--- src/rtl/frame_readout_ctrl.sv ---
// frame_readout_ctrl: arms on request, captures imager pixels, packs four per
// 32-bit FIFO word, flushes partial groups and reports frame status flags.
module frame_readout_ctrl #(
    parameter int PIXELS_PER_FRAME = 315392,
    parameter int ARM_TIMEOUT      = 10000000
) (
    input  logic        clk,
    input  logic        reset,
    input  logic        arm,
    input  logic        abort,
    input  logic        img_fval,
    input  logic        img_dval,
    input  logic [7:0]  img_data,
    input  logic        fifo_full,
    output logic        fifo_wr_en,
    output logic [31:0] fifo_din,
    output logic [2:0]  state,
    output logic        busy,
    output logic        frame_done,
    output logic        overflow,
    output logic        short_frame,
    output logic        timeout,
    output logic [18:0] pix_count
);
    localparam int TW = $clog2(ARM_TIMEOUT + 1);
    localparam logic [18:0] PPF = 19'(PIXELS_PER_FRAME);
    localparam logic [TW-1:0] TLAST = TW'(ARM_TIMEOUT - 1);

    typedef enum logic [2:0] {
        IDLE    = 3'd0,
        ARMED   = 3'd1,
        CAPTURE = 3'd2,
        FLUSH   = 3'd3,
        DONE    = 3'd4
    } state_t;

    state_t        state_q, state_d;
    logic [18:0]   pix_q, pix_d;
    logic [31:0]   word_q, word_d, out_q, out_d;
    logic [1:0]    lane_q, lane_d;
    logic          wr_q, wr_d;
    logic [TW-1:0] wait_q, wait_d;
    logic          ovf_q, ovf_d, short_q, short_d, tmo_q, tmo_d;

    always_ff @(posedge clk or posedge reset) begin
        if (reset) begin
            state_q <= IDLE;
            pix_q   <= '0;
            word_q  <= '0;
            out_q   <= '0;
            lane_q  <= '0;
            wr_q    <= 1'b0;
            wait_q  <= '0;
            ovf_q   <= 1'b0;
            short_q <= 1'b0;
            tmo_q   <= 1'b0;
        end else begin
            state_q <= state_d;
            pix_q   <= pix_d;
            word_q  <= word_d;
            out_q   <= out_d;
            lane_q  <= lane_d;
            wr_q    <= wr_d;
            wait_q  <= wait_d;
            ovf_q   <= ovf_d;
            short_q <= short_d;
            tmo_q   <= tmo_d;
        end
    end

    always_comb begin
        state_d = state_q;
        pix_d   = pix_q;
        word_d  = word_q;
        out_d   = out_q;
        lane_d  = lane_q;
        wr_d    = 1'b0;
        wait_d  = wait_q;
        ovf_d   = ovf_q | (wr_q & fifo_full);
        short_d = short_q;
        tmo_d   = tmo_q;
        case (state_q)
            IDLE: if (arm) begin
                state_d = ARMED;
                pix_d   = '0;
                word_d  = '0;
                lane_d  = '0;
                wait_d  = '0;
                ovf_d   = 1'b0;
                short_d = 1'b0;
                tmo_d   = 1'b0;
            end
            ARMED: begin
                if (img_fval) state_d = CAPTURE;
                else if (wait_q == TLAST) begin
                    tmo_d   = 1'b1;
                    state_d = IDLE;
                end else wait_d = wait_q + 1'b1;
            end
            CAPTURE: begin
                // Reaching the count waits one cycle so the final word is written first.
                if (pix_q == PPF) state_d = DONE;
                else if (!img_fval) begin
                    short_d = 1'b1;
                    state_d = FLUSH;
                end else if (img_dval) begin
                    pix_d = pix_q + 19'd1;
                    word_d[{lane_q, 3'b000} +: 8] = img_data;
                    lane_d = lane_q + 2'd1;
                    if (lane_q == 2'd3) begin
                        out_d  = {img_data, word_q[23:0]};
                        word_d = '0;
                        wr_d   = 1'b1;
                    end
                end
            end
            FLUSH: begin
                if (lane_q != 2'd0) begin
                    out_d  = word_q;
                    wr_d   = 1'b1;
                    lane_d = '0;
                    word_d = '0;
                end else state_d = DONE;
            end
            DONE:    state_d = IDLE;
            default: state_d = IDLE;
        endcase
        if (abort) begin
            state_d = IDLE;
            word_d  = '0;
            lane_d  = '0;
            wr_d    = 1'b0;
        end
    end

    assign fifo_wr_en  = wr_q & ~fifo_full;
    assign fifo_din    = out_q;
    assign state       = state_q;
    assign busy        = state_q != IDLE;
    assign frame_done  = state_q == DONE;
    assign overflow    = ovf_q;
    assign short_frame = short_q;
    assign timeout     = tmo_q;
    assign pix_count   = pix_q;
endmodule

--- config.mk ---
export PLATFORM = sky130hd
export DESIGN_NAME = frame_readout_ctrl
export DESIGN_NICKNAME = d
export VERILOG_FILES = /design/src/rtl/frame_readout_ctrl.sv
export SDC_FILE = /design/constraint.sdc
export NUM_CORES = 1
export LEC_CHECK = 0
export ABC_AREA = 1
export CORE_ASPECT_RATIO = 0.5
export CORE_MARGIN = 3
export CORE_UTILIZATION = 40
export CTS_CLUSTER_DIAMETER = 80
export DETAILED_ROUTE_END_ITERATION = 6
export GPL_TIMING_DRIVEN = 0
export PLACE_DENSITY_LB_ADDON = 0.3
export SYNTH_ARGS = -nofsm -noshare
export SYNTH_HDL_FRONTEND = slang
export SYNTH_SLANG_ARGS = --single-unit
--- constraint.sdc ---
create_clock -name clk -period 5.25 [get_ports clk]
set_input_delay 1.3125 -clock clk [delete_from_list [all_inputs] [get_ports clk]]
set_output_delay 1.3125 -clock clk [all_outputs]
set_load 0.02 [all_outputs]
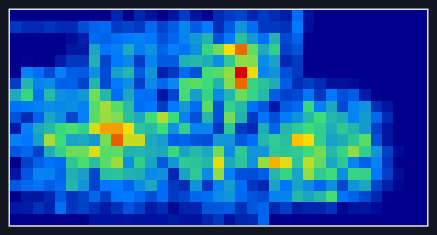
wire_density.png
37 x 19 tiles, from dark blue (low) to red (high), scaled to the fullest tile. Values are wire area over tile area, all layers added.
densest ninth of the die	middle left
nearly empty tiles	22%
tiles over half the peak	8.8%

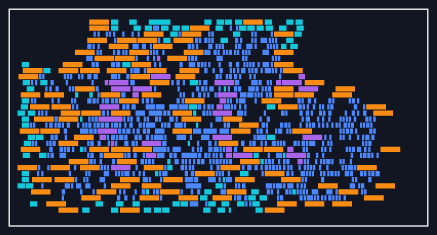
cell_classes.png
color	class	cells
cyan	other buffers and delay cells	99
orange	flip-flops	116
purple	clock drivers and dummy loads	32
blue	all other logic	735

==> flow_summary.json <==
{
  "outcome": "complete, no violations",
  "flops": 116,
  "setup_viol": 0,
  "crit_family": "buffers and inverters",
  "grt_pass1_vias": 5866,
  "worstSetupEndpointType": "primary output",
  "post_cts_resized": 0,
  "timing.final.crit_share_pct": 71.6,
  "rsz0062_at_grt": "false",
  "final_hold_viol_count": 0,
  "placed_cell_area_sq_mm": 0.00760,
  "fillers": 1486,
  "core-area_sq_mm": 0.0157,
  "rows": 32,
  "xor_share_pct": 2.67,
  "cts_buffer_depth": 2,
  "ir_drop_v": 0.000250,
  "r2r_start": "lane_q[0]",
  "cts_tree": "built",
  "lay_top_count": "nand2_1",
  "power_uw": 3180,
  "ys_sh_mux_pct": 0,
  "min_path_type": "flop to flop",
  "vias": 6073,
  "taps": 221,
  "warnings": 31,
  "grt_max_degree": 62,
  "clkCellAreaFrac_pct": 6.97,
  "routed_wl_mm": 17.1,
  "hold_buffers": 0,
  "gr-total-overflow": 0,
  "top_cell": "nand2_1",
  "fmax_mhz": 266,
  "flop_area_sq_mm": 0.00290,
  "insertion_delay_ns": 0.42,
  "seq_area_share_pct": 35.5,
  "worstReg2RegEnd": "word_q[22]",
  "fin_skew_ns": 0.0142,
  "endpoint": "fifo_wr_en",
  "synth_stat.cells": 876,
  "initCoreUtil_pct": 41.7,
  "ys_ff": 116,
  "startpoint_type": "primary input",
  "holdWs_ns": 0.464
}
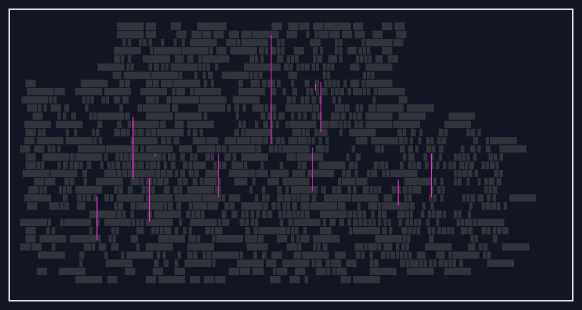
met4.png
share of all routed wire	0.91%
longest straight run	36.0 um

==> metal layers <==
layer  wire length [um]  GRT usage [%]  part of all wire (%)
met2               7980           32.8                    47
met4                155           5.09                  0.90
met3                923           4.58                   5.4
met1               8070           26.0                    47
met5                  0              0                     0
==> metrics by stage <==
| stage | TNS [ns] | worst slack (ns) |
|---|---|---|
| CTS | 0 | 1.49 |
| global placement | -112.16 | -0.973 |
| floorplan | 0 | 0.865 |
| detailed placement | 0 | 1.49 |
| global route | 0 | 1.47 |
| finish | 0 | 1.49 |
==> where the power goes <==
group	internal [uW]	switching (uW)	total, uW	leakage [uW]
Sequential	970	58.6	1030	0.00160
Combinational	352	679	1030	0.00176
Clock	667	456	1120	0.000277
Total	1990	1190	3180	0.00364
Power is estimated from default activity; no workload was simulated.
